===== src/rtl/mem_port_arbiter.sv =====
// Arbitrates one single-port synchronous memory between instruction fetch and load/store.
// Define MEM_ARB_RR_EN for round-robin tie-breaking; otherwise load/store has fixed priority.
module mem_port_arbiter #(
  parameter int ADDR_W   = 32,
  parameter int DATA_W   = 32,
  parameter int MASK_W   = 16,
  parameter int READ_LAT = 1
) (
  input  logic              clk,
  input  logic              rst_n,
  input  logic              if_req,
  input  logic [ADDR_W-1:0] if_addr,
  output logic              if_gnt,
  output logic              if_rvalid,
  output logic [DATA_W-1:0] if_rdata,
  input  logic              ls_req,
  input  logic              ls_wr,
  input  logic [ADDR_W-1:0] ls_addr,
  input  logic [DATA_W-1:0] ls_wdata,
  input  logic [MASK_W-1:0] ls_wr_mask,
  output logic              ls_gnt,
  output logic              ls_rvalid,
  output logic [DATA_W-1:0] ls_rdata,
  output logic              mem_en,
  output logic              mem_wr,
  output logic [ADDR_W-1:0] mem_addr,
  output logic [DATA_W-1:0] mem_wdata,
  output logic [MASK_W-1:0] mem_wr_mask,
  input  logic [DATA_W-1:0] mem_rdata
);

  // state   | meaning
  // IDLE    | grants possible; stores complete in the grant cycle
  // RD_WAIT | read outstanding; counter runs down to the rvalid cycle
  typedef enum logic {IDLE = 1'b0, RD_WAIT = 1'b1} state_t;

  localparam int CNT_W = $clog2(READ_LAT + 1);
  localparam logic [CNT_W-1:0] LAT_VAL = CNT_W'(READ_LAT);
  localparam logic [CNT_W-1:0] CNT_ONE = CNT_W'(1);

  state_t           state_q, state_d;
  logic [CNT_W-1:0] cnt_q, cnt_d;
  logic             owner_q, owner_d;
  logic             ls_win;
  logic             rd_done;

  always_ff @(posedge clk or negedge rst_n) begin
    if (!rst_n) begin
      state_q <= IDLE;
      cnt_q   <= '0;
      owner_q <= 1'b0;
    end else begin
      state_q <= state_d;
      cnt_q   <= cnt_d;
      owner_q <= owner_d;
    end
  end

`ifdef MEM_ARB_RR_EN
  logic rr_ptr_q;  // 1 = load/store wins the next tie

  always_ff @(posedge clk or negedge rst_n) begin
    if (!rst_n) begin
      rr_ptr_q <= 1'b1;
    end else if (if_gnt || ls_gnt) begin
      rr_ptr_q <= if_gnt;
    end
  end

  assign ls_win = ls_req && (!if_req || rr_ptr_q);
`else
  assign ls_win = ls_req;
`endif

  always_comb begin
    state_d = state_q;
    cnt_d   = cnt_q;
    owner_d = owner_q;
    case (state_q)
      IDLE: begin
        if (ls_gnt && !ls_wr) begin
          state_d = RD_WAIT;
          cnt_d   = LAT_VAL;
          owner_d = 1'b1;
        end else if (if_gnt) begin
          state_d = RD_WAIT;
          cnt_d   = LAT_VAL;
          owner_d = 1'b0;
        end
      end
      RD_WAIT: begin
        cnt_d = cnt_q - CNT_ONE;
        if (cnt_q == CNT_ONE) begin
          state_d = IDLE;
        end
      end
      default: state_d = IDLE;
    endcase
  end

  // Grants and rvalid are gated by rst_n so nothing leaks out while reset is held.
  always_comb begin
    if_gnt      = rst_n && (state_q == IDLE) && if_req && !ls_win;
    ls_gnt      = rst_n && (state_q == IDLE) && ls_win;
    rd_done     = rst_n && (state_q == RD_WAIT) && (cnt_q == CNT_ONE);
    if_rvalid   = rd_done && !owner_q;
    ls_rvalid   = rd_done && owner_q;
    mem_en      = if_gnt || ls_gnt;
    mem_wr      = ls_gnt && ls_wr;
    mem_addr    = '0;
    mem_wdata   = '0;
    mem_wr_mask = '1;
    if (ls_gnt) begin
      mem_addr    = ls_addr;
      mem_wdata   = ls_wdata;
      mem_wr_mask = ls_wr_mask;
    end else if (if_gnt) begin
      mem_addr = if_addr;
    end
  end

  assign if_rdata = mem_rdata;
  assign ls_rdata = mem_rdata;

endmodule


===== config.mk =====
export PLATFORM = sky130hd
export DESIGN_NAME = mem_port_arbiter
export DESIGN_NICKNAME = d
export VERILOG_FILES = /design/src/rtl/mem_port_arbiter.sv
export SDC_FILE = /design/constraint.sdc
export NUM_CORES = 1
export LEC_CHECK = 0
export CAP_MARGIN = 40
export CORE_AREA = 3 3 116 118
export CTS_BUF_LIST = sky130_fd_sc_hd__clkbuf_8
export DETAILED_ROUTE_END_ITERATION = 8
export DIE_AREA = 0 0 119 121
export RECOVER_POWER = 50
export SLEW_MARGIN = 0
export SYNTH_ARGS = -nofsm -noshare
export SYNTH_HDL_FRONTEND = slang
export SYNTH_SLANG_ARGS = --single-unit

===== constraint.sdc =====
create_clock -name clk -period 1.4 [get_ports clk]
set_clock_uncertainty 0.05 [all_clocks]
set_input_delay 0.28 -clock clk [delete_from_list [all_inputs] [get_ports clk]]
set_output_delay 0.28 -clock clk [all_outputs]
set_load 0.02 [all_outputs]

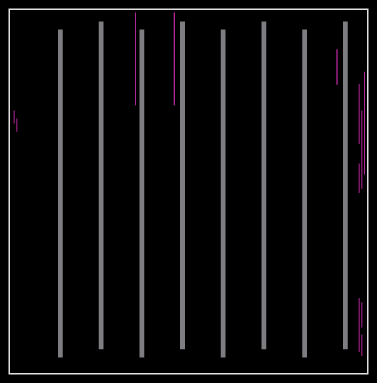
Figure 1: run 1, M4 wires.
Scale: 3 px per µm. Supply wires on this layer in gray.
nets with wire on the layer = 12
longest straight run = 34.0 µm
main direction = vertical
overall via count from detail_route: 2314
wire length after detailed routing: 8980 µm

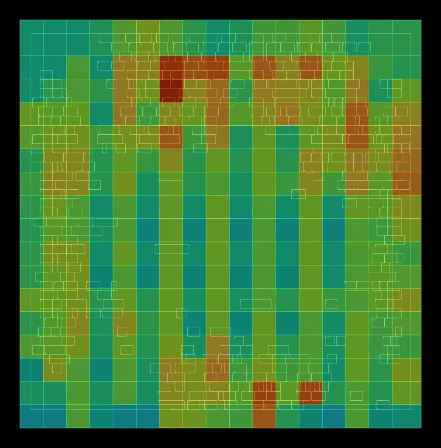
Figure 2: run 1, track usage over the die.
post-layout utilization of the core: 35.1%
Overall Global Routing Usage: 11.1%
fraction of met1 tracks used by global routing: 11.8%

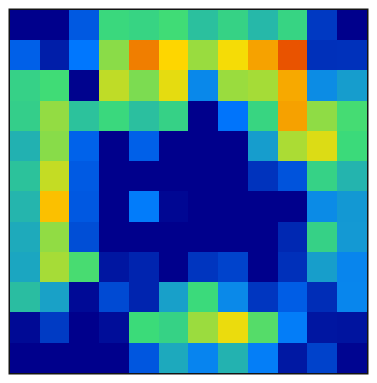
Figure 3: run 1, cell area per tile.
Scale: 3 px per µm. The die is cut into 12 by 12 equal tiles; dark blue is low, red is high, 0 to 100% covered.
fullest tile = 91%
emptiest ninth of the die = center
nearly empty tiles = 24%
floorplan core area: 12600 µm²
initial core utilization: 13.5%

==> impl_metrics.json, run 1 <==
{
  "timing.critical_path.arrival_ps": 1400,
  "area_growth_pct": 161,
  "maxSlewHeadroom_pct": 83.4,
  "yosys.area_share.xor_xnor_pct": 0.518,
  "timing.final.crit_period_ps": 1730,
  "drv_slew": 0,
  "grt_setup_unrepaired": "yes",
  "clkPwrFrac_pct": 9.0,
  "power.largest_group": "combinational cells",
  "violations": "negative setup slack",
  "total_leakage_power_nw": 1.72,
  "critPathBufInv": 3,
  "vias_in_the_first_global_route": 2452,
  "int_pwr_mw": 1.57,
  "well_tap_count": 172,
  "total_switching_power_mw": 1.06,
  "grt_util_met3_pct": 3.31,
  "combGateArea_um2": 1510,
  "ios": 299,
  "met2_wirelength_um": 4790,
  "drtAntennaViolNets": 0,
  "global_route.usage.met2_pct": 21.3,
  "layout_top_cell": "clkdlybuf4s50_1",
  "layout_top_cells": "clkdlybuf4s50_1, buf_6, nand3b_1",
  "num_rows": 41,
  "outcome": "finished with violations",
  "worst_ir_drop_vdd_mv": 0.233,
  "count_of_non_cts_inverters_in_the_layout": 2,
  "timing.final.hold_violations": 0,
  "cpLargestDelayFamily": "flip-flops",
  "warning_count": 29,
  "synth.yosys.num_cells": 256,
  "cts_post_setup_buffers_inserted": 12,
  "final_setup_slack_of_the_worst_path_ps": -332,
  "max_cap_violations": 0,
  "synthAdderAreaFrac_pct": 0,
  "place_ws_ps": -949,
  "layout.sequential_cells": 3,
  "totalNegativeSetupSlack_ps": -23820,
  "timing.critical_path.to": "mem_wdata[1]",
  "syn-mean-instance-area_um2": 6.61,
  "gr-total-overflow": 0,
  "max_freq_ghz": 0.577,
  "register_area_um2": 76.3,
  "num-fill-cells": 1279,
  "yosys.stat.seqShare_pct": 4.44,
  "post-route-period-util_pct": 124,
  "antenna_found_initial": 0,
  "num-nonclk-buffers": 236,
  "insertion_delay_ps": 210,
  "crit_fanout": 17,
  "synthSimpleGateAreaFrac_pct": 45.0,
  "largest_area_cell": "buf_4",
  "worst_slew_pin_slew_ps": 249,
  "final_area_um2": 4410,
  "rr_startpoint": "state_q",
  "p_comb_mw": 2.25,
  "ratio_of_cells_with_drive_above_1_in_the_final_layout_pct": 50.6,
  "number_of_remaining_drc_errors": 0,
  "layout.area.top_class": "buffers",
  "yosys.cell_count.top_type": "buf_4",
  "finish.net_count": 559,
  "synthTopLogicFamily": "simple AND/OR/NAND/NOR gates",
  "setup_violations": 84,
  "die_width_um": 119,
  "timing.hold.ws_ps": 262,
  "timing.critical_path.from": "state_q"
}
Figure 4. I/O nets highlighted (run 1).
Scale: 2 px per µm.
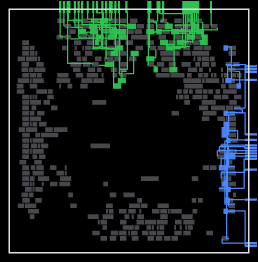

==> inputs of run 2 (changes only) <==
==> constraint.sdc (replaced) <==
create_clock -name clk -period 1.4 [get_ports clk]
set_clock_uncertainty 0.05 [all_clocks]
set_input_delay 0.28 -clock clk [delete_from_list [all_inputs] [get_ports clk]]
set_output_delay 0.28 -clock clk [all_outputs]
set_load 0.01 [all_outputs]
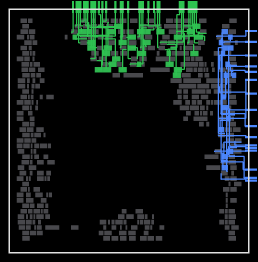
Figure 5: run 2, I/O nets highlighted.
Scale: 2 px per µm.
blue -> ls_wr_mask  # bits 16, direction input, end cells 16, buffers 16, wire 572 µm
green -> ls_wdata  # bits 32, direction input, end cells 32, buffers 32, wire 818 µm
Port-buffer cells: 202
Top Ports: 299

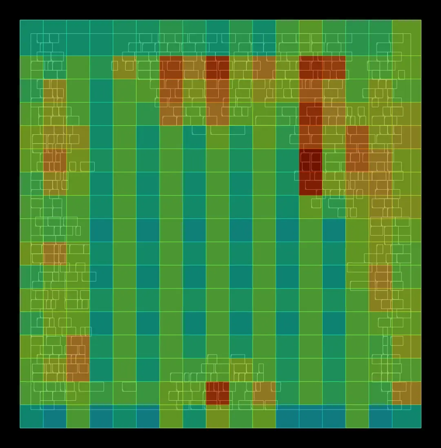
Figure 6: run 2, track usage over the die.
Most Used Layer, Global Route: met2
fraction of met1 tracks used by global routing: 9.74%
M3 GR Usage: 2.70%
post-layout utilization of the core: 31.8%

==> impl_metrics.json, run 2 <==
{
  "outcome": "finished with violations",
  "violations": "negative setup slack",
  "setup_violations": 87,
  "totalNegativeSetupSlack_ps": -26580,
  "num-fill-cells": 1312,
  "worst_slew_pin_slew_ps": 187,
  "p_comb_mw": 1.89,
  "count_of_non_cts_inverters_in_the_layout": 2,
  "gr-total-overflow": 0,
  "yosys.stat.seqShare_pct": 4.44,
  "max_cap_violations": 0,
  "int_pwr_mw": 1.50,
  "post-route-period-util_pct": 126,
  "layout_top_cells": "clkdlybuf4s50_1, buf_6, nand3b_1",
  "timing.hold.ws_ps": 46.1,
  "grtUsageTotal_pct": 9.78,
  "drv_slew": 0,
  "yosys.cell_count.top_type": "buf_4",
  "insertion_delay_ps": 220,
  "finish.net_count": 560,
  "worst_ir_drop_vdd_mv": 0.259,
  "crit_fanout": 6,
  "max_freq_ghz": 0.567,
  "grt_setup_unrepaired": "yes",
  "synthAdderAreaFrac_pct": 0,
  "num_rows": 41,
  "synth.yosys.num_cells": 256,
  "timing.final.crit_period_ps": 1760,
  "ratio_of_cells_with_drive_above_1_in_the_final_layout_pct": 42.7,
  "floorplan.core_util_pct": 13.5,
  "total_leakage_power_nw": 1.61,
  "syn-mean-instance-area_um2": 6.61,
  "layout.area.top_class": "buffers",
  "rr_startpoint": "state_q",
  "layout_top_cell": "clkdlybuf4s50_1",
  "vias_in_the_first_global_route": 2343,
  "vias": 2260,
  "final_setup_slack_of_the_worst_path_ps": -364,
  "die_width_um": 119,
  "place_ws_ps": -892,
  "total_switching_power_mw": 0.780,
  "final_area_um2": 3990,
  "drtAntennaViolNets": 0,
  "combGateArea_um2": 1180,
  "postRouteWirelength_um": 8170,
  "antenna_found_initial": 0,
  "well_tap_count": 172,
  "global_route.usage.met2_pct": 19.3,
  "timing.critical_path.to": "mem_wdata[5]",
  "cpLargestDelayFamily": "buffers and inverters"
}
==> inputs of run 3 (changes only) <==
--- a/config.mk
+++ b/config.mk
@@ -8,10 +8,11 @@
 export CAP_MARGIN = 40
 export CORE_AREA = 3 3 116 118
 export CTS_BUF_LIST = sky130_fd_sc_hd__clkbuf_8
+export CTS_CLUSTER_DIAMETER = 50
 export DETAILED_ROUTE_END_ITERATION = 8
 export DIE_AREA = 0 0 119 121
 export RECOVER_POWER = 50
-export SLEW_MARGIN = 0
+export SLEW_MARGIN = 20
 export SYNTH_ARGS = -nofsm -noshare
 export SYNTH_HDL_FRONTEND = slang
 export SYNTH_SLANG_ARGS = --single-unit
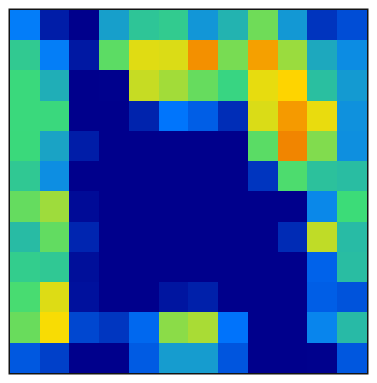
Figure 7: run 3, cell area per tile.
Scale: 3 px per µm. The die is cut into 12 by 12 equal tiles; dark blue is low, red is high, 0 to 100% covered.
densest ninth of the die = north-east
mean over tiles = 26%
emptiest ninth of the die = center
nearly empty tiles = 33%
tiles over 75% full = 3.5%

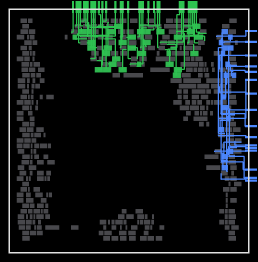
Figure 8: run 3, I/O nets highlighted.
Scale: 2 px per µm.
green -> ls_wdata  # bits 32, direction input, end cells 32, buffers 32, wire 818 µm
blue -> ls_wr_mask  # bits 16, direction input, end cells 16, buffers 16, wire 572 µm

==> impl_metrics.json, run 3 <==
{
  "outcome": "finished with violations",
  "violations": "negative setup slack",
  "p_comb_mw": 1.89,
  "ios": 299,
  "num-fill-cells": 1312,
  "antenna_found_initial": 0,
  "total_switching_power_mw": 0.780,
  "postRouteWirelength_um": 8170,
  "insertion_delay_ps": 220,
  "yosys.area_share.xor_xnor_pct": 0.518,
  "yosys.cell_count.top_type": "buf_4",
  "postLayoutCoreUtil_pct": 31.8,
  "timing.final.crit_period_ps": 1760,
  "floorplan_core_area_um2": 12600,
  "vias_in_the_first_global_route": 2343,
  "grt_util_met1_pct": 9.74,
  "vias": 2260,
  "totalNegativeSetupSlack_ps": -26580,
  "gr-total-overflow": 0,
  "layout_top_cells": "clkdlybuf4s50_1, buf_6, nand3b_1",
  "total_leakage_power_nw": 1.61,
  "max_cap_violations": 0,
  "post-route-period-util_pct": 126,
  "yosys.stat.seqShare_pct": 4.44,
  "crit_fanout": 6,
  "final_setup_slack_of_the_worst_path_ps": -364,
  "critPathBufInv": 4,
  "layout.sequential_cells": 3,
  "largest_area_cell": "buf_4",
  "setup_violations": 87,
  "layout_top_cell": "clkdlybuf4s50_1",
  "area_growth_pct": 136,
  "drv_slew": 0,
  "layout.area.top_class": "buffers",
  "grt_setup_unrepaired": "yes"
}
